$ cat src/rtl/robo_disp_pkg.sv
// Purpose: shared glyph constants, error-mode state type and hex-to-segment lookup for robo_display_scan.
// Latency: n/a (declarations and a combinational function only).
// Backpressure: n/a.
package robo_disp_pkg;

    // Segment words are {g,f,e,d,c,b,a}, active-high.
    localparam logic [6:0] SEG_0     = 7'h3F;
    localparam logic [6:0] SEG_1     = 7'h06;
    localparam logic [6:0] SEG_2     = 7'h5B;
    localparam logic [6:0] SEG_3     = 7'h4F;
    localparam logic [6:0] SEG_4     = 7'h66;
    localparam logic [6:0] SEG_5     = 7'h6D;
    localparam logic [6:0] SEG_6     = 7'h7D;
    localparam logic [6:0] SEG_7     = 7'h07;
    localparam logic [6:0] SEG_8     = 7'h7F;
    localparam logic [6:0] SEG_9     = 7'h6F;
    localparam logic [6:0] SEG_A     = 7'h77;
    localparam logic [6:0] SEG_B     = 7'h7C;
    localparam logic [6:0] SEG_C     = 7'h39;
    localparam logic [6:0] SEG_D     = 7'h5E;
    localparam logic [6:0] SEG_E     = 7'h79;
    localparam logic [6:0] SEG_F     = 7'h71;
    localparam logic [6:0] SEG_BLANK = 7'h00;
    localparam logic [6:0] SEG_ERR   = SEG_E;

    typedef enum logic {
        NORMAL = 1'b0,
        ERROR  = 1'b1
    } disp_state_e;

    // Hex nibble to segment word.
    function automatic logic [6:0] seg_w(input logic [3:0] v);
        logic [6:0] s;
        case (v)
            4'h0:    s = SEG_0;
            4'h1:    s = SEG_1;
            4'h2:    s = SEG_2;
            4'h3:    s = SEG_3;
            4'h4:    s = SEG_4;
            4'h5:    s = SEG_5;
            4'h6:    s = SEG_6;
            4'h7:    s = SEG_7;
            4'h8:    s = SEG_8;
            4'h9:    s = SEG_9;
            4'hA:    s = SEG_A;
            4'hB:    s = SEG_B;
            4'hC:    s = SEG_C;
            4'hD:    s = SEG_D;
            4'hE:    s = SEG_E;
            default: s = SEG_F;
        endcase
        return s;
    endfunction

endpackage

$ cat src/rtl/robo_display_scan_seg7_decode.sv
// Purpose: hex nibble plus blank flag to 7-segment word.
// Latency: purely combinational, zero cycles.
// Backpressure: none.
module seg7_decode
    import robo_disp_pkg::*;
(
    input  logic [3:0] val_i,
    input  logic       blank_i,
    output logic [6:0] seg_o
);

    // Blank wins over the glyph so the caller can gate guard/off periods here.
    assign seg_o = blank_i ? SEG_BLANK : seg_w(val_i);

endmodule

$ cat src/rtl/robo_display_scan.sv
// Purpose: N-digit multiplexed 7-seg scanner with guard time, per-frame input capture and blinking error override; optional DISP_DIM_EN adds a dim input (~25% duty).
// Latency: one registered cycle from slot counter/digit index/frame buffer to dig_n/seg.
// Backpressure: none; free-running scan, val_in sampled only at frame start (or continuously while en = 0).
module robo_display_scan
    import robo_disp_pkg::*;
#(
    parameter int N_DIGITS     = 4,
    parameter int SCAN_DIV     = 50000,
    parameter int GUARD        = 2,
    parameter int BLINK_FRAMES = 100
) (
    input  logic                  clk,
    input  logic                  rst,
    input  logic                  en,
    input  logic                  err,
`ifdef DISP_DIM_EN
    input  logic                  dim,
`endif
    input  logic [4*N_DIGITS-1:0] val_in,
    output logic [N_DIGITS-1:0]   dig_n,
    output logic [6:0]            seg
);

    localparam int CW = $clog2(SCAN_DIV);
    localparam int IW = $clog2(N_DIGITS);
    localparam int FW = $clog2(BLINK_FRAMES + 1);

    localparam logic [CW-1:0]       CNT_LAST = CW'(SCAN_DIV - 1);
    localparam logic [CW-1:0]       GUARD_C  = CW'(GUARD);
    localparam logic [IW-1:0]       IDX_LAST = IW'(N_DIGITS - 1);
    localparam logic [FW-1:0]       FR_LAST  = FW'(BLINK_FRAMES - 1);
    localparam logic [N_DIGITS-1:0] DIG_ONE  = {{(N_DIGITS-1){1'b0}}, 1'b1};

    logic [CW-1:0]         cnt_q, cnt_d;
    logic [IW-1:0]         idx_q, idx_d;
    logic [4*N_DIGITS-1:0] frame_q, frame_d;
    logic                  run_q;
    disp_state_e           state_q;
    logic                  phase_q;
    logic [FW-1:0]         fcnt_q;
    logic [N_DIGITS-1:0]   dig_n_q, dig_n_d;
    logic [6:0]            seg_q, seg_d;

    logic                  slot_end;
    logic                  frame_wrap;
    logic                  in_window;
    logic                  active;
    logic [3:0]            cur_val;
    logic [6:0]            hex_seg;

    assign slot_end   = en && (cnt_q == CNT_LAST);
    assign frame_wrap = slot_end && (idx_q == IDX_LAST);

`ifdef DISP_DIM_EN
    localparam logic [CW-1:0] DIM_END = CW'(GUARD + (SCAN_DIV - GUARD) / 4);
    logic dim_q;
    logic dim_s;
    // dim is taken live on the first cycle of a slot and held for the rest of it.
    assign dim_s     = (cnt_q == '0) ? dim : dim_q;
    assign in_window = !dim_s || (cnt_q < DIM_END);

    // Hold the slot's dim decision.
    always_ff @(posedge clk) begin
        if (rst) begin
            dim_q <= 1'b0;
        end else begin
            dim_q <= dim_s;
        end
    end
`else
    assign in_window = 1'b1;
`endif

    assign active  = en && (cnt_q >= GUARD_C) && in_window;
    assign cur_val = frame_q[{idx_q, 2'b00} +: 4];

    seg7_decode u_dec (
        .val_i   (cur_val),
        .blank_i (!active),
        .seg_o   (hex_seg)
    );

    // Slot/digit counters and frame buffer next state. The buffer also loads on the
    // first enabled cycle so a fresh frame after reset or en=0 never shows stale data.
    always_comb begin
        cnt_d   = cnt_q;
        idx_d   = idx_q;
        frame_d = frame_q;
        if (!en) begin
            cnt_d = '0;
            idx_d = '0;
        end else if (slot_end) begin
            cnt_d = '0;
            idx_d = frame_wrap ? '0 : idx_q + IW'(1);
        end else begin
            cnt_d = cnt_q + CW'(1);
        end
        if (!en || !run_q || frame_wrap) begin
            frame_d = val_in;
        end
    end

    // Scan state registers.
    always_ff @(posedge clk) begin
        if (rst) begin
            cnt_q   <= '0;
            idx_q   <= '0;
            frame_q <= '0;
            run_q   <= 1'b0;
        end else begin
            cnt_q   <= cnt_d;
            idx_q   <= idx_d;
            frame_q <= frame_d;
            run_q   <= en;
        end
    end

    // Error FSM: entry restarts the blink; exit waits for the current slot to finish.
    always_ff @(posedge clk) begin
        if (rst) begin
            state_q <= NORMAL;
            phase_q <= 1'b1;
            fcnt_q  <= '0;
        end else begin
            case (state_q)
                NORMAL: begin
                    if (err) begin
                        state_q <= ERROR;
                        phase_q <= 1'b1;
                        fcnt_q  <= '0;
                    end
                end
                default: begin
                    if (frame_wrap) begin
                        if (fcnt_q == FR_LAST) begin
                            fcnt_q  <= '0;
                            phase_q <= !phase_q;
                        end else begin
                            fcnt_q  <= fcnt_q + FW'(1);
                        end
                    end
                    if (!err && (slot_end || !en)) begin
                        state_q <= NORMAL;
                    end
                end
            endcase
        end
    end

    // Pin values for the current slot position; blank outside the active window.
    always_comb begin
        dig_n_d = '1;
        seg_d   = SEG_BLANK;
        if (active) begin
            dig_n_d = ~(DIG_ONE << idx_q);
            if (state_q == ERROR) begin
                seg_d = phase_q ? SEG_ERR : SEG_BLANK;
            end else begin
                seg_d = hex_seg;
            end
        end
    end

    // Registered pins.
    always_ff @(posedge clk) begin
        if (rst) begin
            dig_n_q <= '1;
            seg_q   <= SEG_BLANK;
        end else begin
            dig_n_q <= dig_n_d;
            seg_q   <= seg_d;
        end
    end

    assign dig_n = dig_n_q;
    assign seg   = seg_q;

endmodule

$ cat config.mk
export PLATFORM = sky130hd
export DESIGN_NAME = robo_display_scan
export DESIGN_NICKNAME = d
export VERILOG_FILES = /design/src/rtl/robo_disp_pkg.sv /design/src/rtl/robo_display_scan_seg7_decode.sv /design/src/rtl/robo_display_scan.sv
export SDC_FILE = /design/constraint.sdc
export NUM_CORES = 1
export LEC_CHECK = 0
export CORE_MARGIN = 5
export CORE_UTILIZATION = 55
export CTS_CLUSTER_DIAMETER = 50
export CTS_CLUSTER_SIZE = 24
export DETAILED_ROUTE_END_ITERATION = 8
export HOLD_SLACK_MARGIN = 0.03
export PLACE_DENSITY = 0.76
export RECOVER_POWER = 50
export SYNTH_ARGS = -nofsm -noshare
export SYNTH_HDL_FRONTEND = slang
export SYNTH_SLANG_ARGS = --single-unit
$ cat constraint.sdc
create_clock -name clk -period 2.3 [get_ports clk]
set_input_delay 0.23 -clock clk [delete_from_list [all_inputs] [get_ports clk]]
set_output_delay 0.23 -clock clk [all_outputs]
set_load 0.02 [all_outputs]
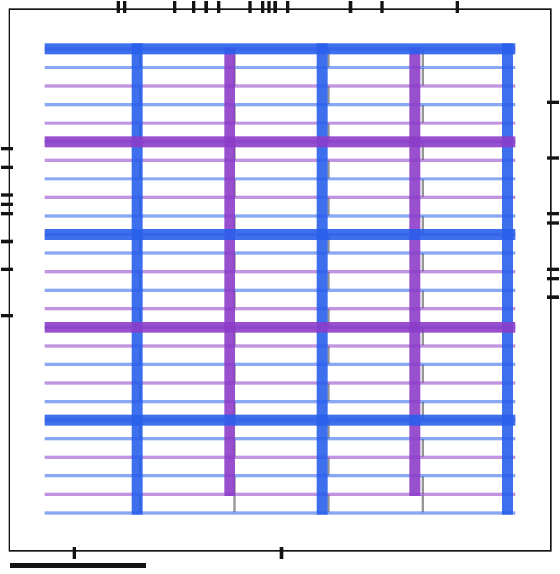
Fig. 1. Floorplan with the power grid.
Bar = 20 um. Pins as bars on the die edge. Tap cells in gray.
VDD -> purple
VSS -> blue
tap cells = 54
rows = 25
signal pins = 31
met1 rails = 26
met5 straps = 5

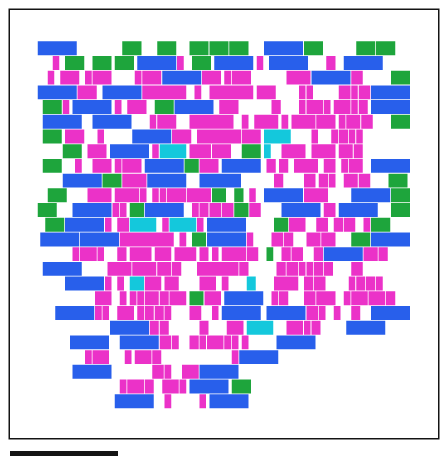
Fig. 2. Cells colored by class.
Bar = 20 um.
clock drivers and dummy loads -> cyan  # cells 8, share of their area 2.8%
other buffers and delay cells -> green  # cells 39, share of their area 12%
combinational and other logic -> magenta  # cells 218, share of their area 49%
flops -> blue  # cells 55, share of their area 36%
finished layout cell area: 3089 um2
fraction of area in registers: 35.68%
Core Footprint: 4692 um2
Core Rows: 25

[state kept, by name, indices dropped and copies added (netlist names)]
| signal | count |
|---|---|
| cnt_q | 16 |
| frame_q | 16 |
| fcnt_q | 7 |
| seg | 7 |
| dig_n | 4 |
| idx_q | 2 |
| phase_q | 1 |
| run_q | 1 |
| state_q | 1 |
[logic make-up after synthesis]
logic type	count (synthesis)	synth area share, %
AOI/OAI and AO/OA	35	9.610
xor gates and xnor gates	14	4.662
adders and majority gates	14	6.660
buffers and inverters	19	3.092
DFF	55	41.87
muxes	25	11.47
and+or+nand+nor	122	22.65
[metal layers]
metal  global-route usage [%]  vias to the layer above  part of all wire, %
met5                        0                        -                    0
met4                    6.701                        0                  1.7
met3                    2.608                        7                  4.4
met2                    26.85                       47                   43
met1                    25.52                      952                   51
li1                         -                     1066                    -
==> run summary <==
Entry: Yosys synthesis followed by OpenROAD place and route.

Power:
- Net switching is 24.36% of the power.
- The group that draws the most power in this run is registers.
- The run gives the leakage power total as ~1.3 nW.
- The internal portion of the total power is roughly 1.3 mW.
- For the combinational group, total power comes out at roughly 0.16 mW.
- Across the VDD grid, the largest voltage drop is approximately 0.00049 V.
- Per report_power, the sequential group accounts for between 50% and 60% of the total.
- The run gives the total power as approximately 1.7 mW.
- Clock network power for this build is 0.526 mW.
- The flow reports that the clock network draws 31.3% of the design power.

Synth:
- The synthesized design devotes to its leading area cell type between 40% and 50% of total area.
- The run gives the synthesized area per cell as between 9 and 10 um2.
- The net count after synthesis is around 320.
- In the post-synthesis netlist, the cell with the most instances is sky130_fd_sc_hd__dfxtp_1.
- According to the Yosys statistics, the synthesized design has a chip area of roughly 2600 um2.
- The most used flip-flop cell after synthesis is sky130_fd_sc_hd__dfxtp_1.
- The run gives the post-synth tally of flip-flops with integrated enable as 0.
- Synthesis handed over a netlist of 284 instances.
- After synthesis, the cell types taking the most area are sky130_fd_sc_hd__dfxtp_1 42%, sky130_fd_sc_hd__mux2i_1 7.6%, sky130_fd_sc_hd__ha_1 6.7%, sky130_fd_sc_hd__nor2_1 6.6%, sky130_fd_sc_hd__nand2_1 3.6%.
- The run gives the largest area contributor in the synthesized netlist as sky130_fd_sc_hd__dfxtp_1.
- The run puts the fraction of synthesis flops using an asynchronous set or reset pin at 0%.
- The run puts the yosys stat cell total at 284.
- The run puts the flip-flop and latch count after synthesis at 55.
- Sorting the synthesized cells by how often they occur yields 55 x sky130_fd_sc_hd__dfxtp_1, 46 x sky130_fd_sc_hd__nor2_1, 25 x sky130_fd_sc_hd__nand2_1, 20 x sky130_fd_sc_hd__mux2i_1, 15 x sky130_fd_sc_hd__nand3_1.
- During synthesis, Yosys emitted a total of 0 warnings.

Final timing:
- The run gives the post-route clock skew as between 0.006 and 0.007 ns.
- The run gives the count of final setup violators as 0.
- In the post-route analysis, the smallest setup slack over all paths is between 0.15 and 0.2 ns.
- The run gives the number of failing hold endpoints at the final stage as 0.
- The run puts the minimum period implied by the final worst setup slack at 2.138 ns.
- The run puts the fraction of the cycle the final worst path needs at between 90 and 100%.
- The run gives the worst max-slew margin expressed relative to the limit as ~66%.
- The run puts the transition time of the tightest slew-check pin at between 0.5 and 0.6 ns.
- The run gives the worst hold slack after final layout as ~0.47 ns.
- Setup repair after global routing left no endpoint under its margin.
- The run puts the count of pins over their slew limit at 0.
- The run puts the highest attainable clock frequency at 0.4677 GHz.

GRT:
- The first global-routing pass estimated about 9.0 mm of wire.
- The run puts the initial antenna violation count at 0.
- The run gives the number of global-route vias before repair as between 1,500 and 2,000.
- Per the GRT congestion report, total overflow comes to 0.
- The run gives the maximum number of pins on one net before global-route repair as 18.
- The run gives the overall track demand over capacity in global routing as between 10% and 20%.

Final layout:
- The run gives the most frequently placed logic cell in the final layout as sky130_fd_sc_hd__dfxtp_1.
- The run puts the final net count at roughly 350.
- The run puts the buffer share of cell area at about an eighth.
- The run gives the dominant kind of cell as logic gates.
- The run gives the end-of-flow core utilization as between 60% and 70%.
- The final antenna diode tally reported by the flow is 0.
- The run gives the non-clock buffer total of the final layout as 39.
- The run gives the proportion of cell area occupied by multi-input gates as 46.70%.
- The run gives the filler cell count as 387.
- The run gives the post-layout instance count excluding filler cells as 374.
- The layout report lists the combined flip-flop and latch area as between 1000 and 1500 um2.
- For this run, combinational gates with multiple inputs come to 210.
- The layout summary lists the proportion of cells stronger than drive strength 1 as roughly 8.1%.
- Leaving out fill and tap cells, the most frequent cells in the layout are 54 x sky130_fd_sc_hd__dfxtp_1, 46 x sky130_fd_sc_hd__nor2_1, 25 x sky130_fd_sc_hd__nand2_1.
- Counting the inverters off the clock network in the layout gives 8.
- The run puts the final-layout clock buffer total at 6.

Clock tree:
- The run puts the number of clock buffers inserted by TritonCTS at 5.
- The run gives the deepest clock path buffer count as 2.
- TritonCTS built the clock tree.
- The run puts the total of hold buffers inserted after clock tree synthesis at 0.
- The run gives the clock-pin slew on the worst setup and hold paths as 0.09 ns.
- Clock latency on the worst-skew pair, taken at its later pin, is ~0.3 ns.
- The run puts the cell resize tally after clock tree synthesis at 0.
- The run puts the total number of clock tree sinks at between 50 and 60.
- The run gives the depth of the CTS H-tree as 2.

Die:
- The chip occupies around 6300 um2.
- The run puts the die boundary width at around 79 um.
- The run gives the number of top-level pins as 31.
- Measured along the y axis, the die boundary spans roughly 79 um.
- The run gives the floorplan core density as between 50% and 60%.
- The run gives the number of well taps as 54.

Setup path:
- The STA report counts the stages on the worst setup path as 6.
- The run puts the data arrival time at the worst-slack endpoint at approximately 2.4 ns.
- The report puts the cell count of the worst reg-to-reg path at 6.
- The critical path starts at cnt_q[1].
- The run gives the critical path endpoint category as a flop.
- In this design, the largest share of critical-path delay is due to simple AND/OR/NAND/NOR gates.
- The critical path is of the reg2reg type.
- The timing report shows that the slowest cell on the worst path is sky130_fd_sc_hd__or4_1.
- The run gives the number of buffers and inverters on the critical path as 0.
- The launch point of the worst register-to-register path is recorded as cnt_q[1].
- The run gives the termination of the worst setup path as fcnt_q[3].
- The critical path maximum fanout is 7.

Routing:
- The run puts the detailed-route wire length per cell at roughly 14 um.
- The run gives the DRC violation count after routing as 0.
- For this block, the routed nets add up to about 5 mm of wire.
- The run gives the via density per instance as around 5.5.
- For this run, the detailed router's first-pass iteration total came to 4.
- The run puts the via count at 2,072.

Hold path:
- The run gives the hold-critical path endpoint as phase_q.
- The run gives the cell depth of the worst min-delay path as 1.
- In this run the worst hold path is classified as reg2reg.

Flow run:
- The run puts the number of warnings in the stage logs at 36.

Place:
- Port buffering added 30 buffers.
- The run puts the placed cell count at around 370.
- The run puts the total placed instance area at around 3000 um2.
- The run puts the last weighted congestion value of the routability-driven placer at between 0.8 and 0.9.
- According to the dpl log, the detail-placed design has an HPWL of between 3 and 4 mm.
- Prior to clock tree synthesis, the placed netlist has a worst setup slack of between 0.1 and 0.15 ns.

Run status:
- The run finished with clean final reports.
Power is estimated from default activity; no workload was simulated.
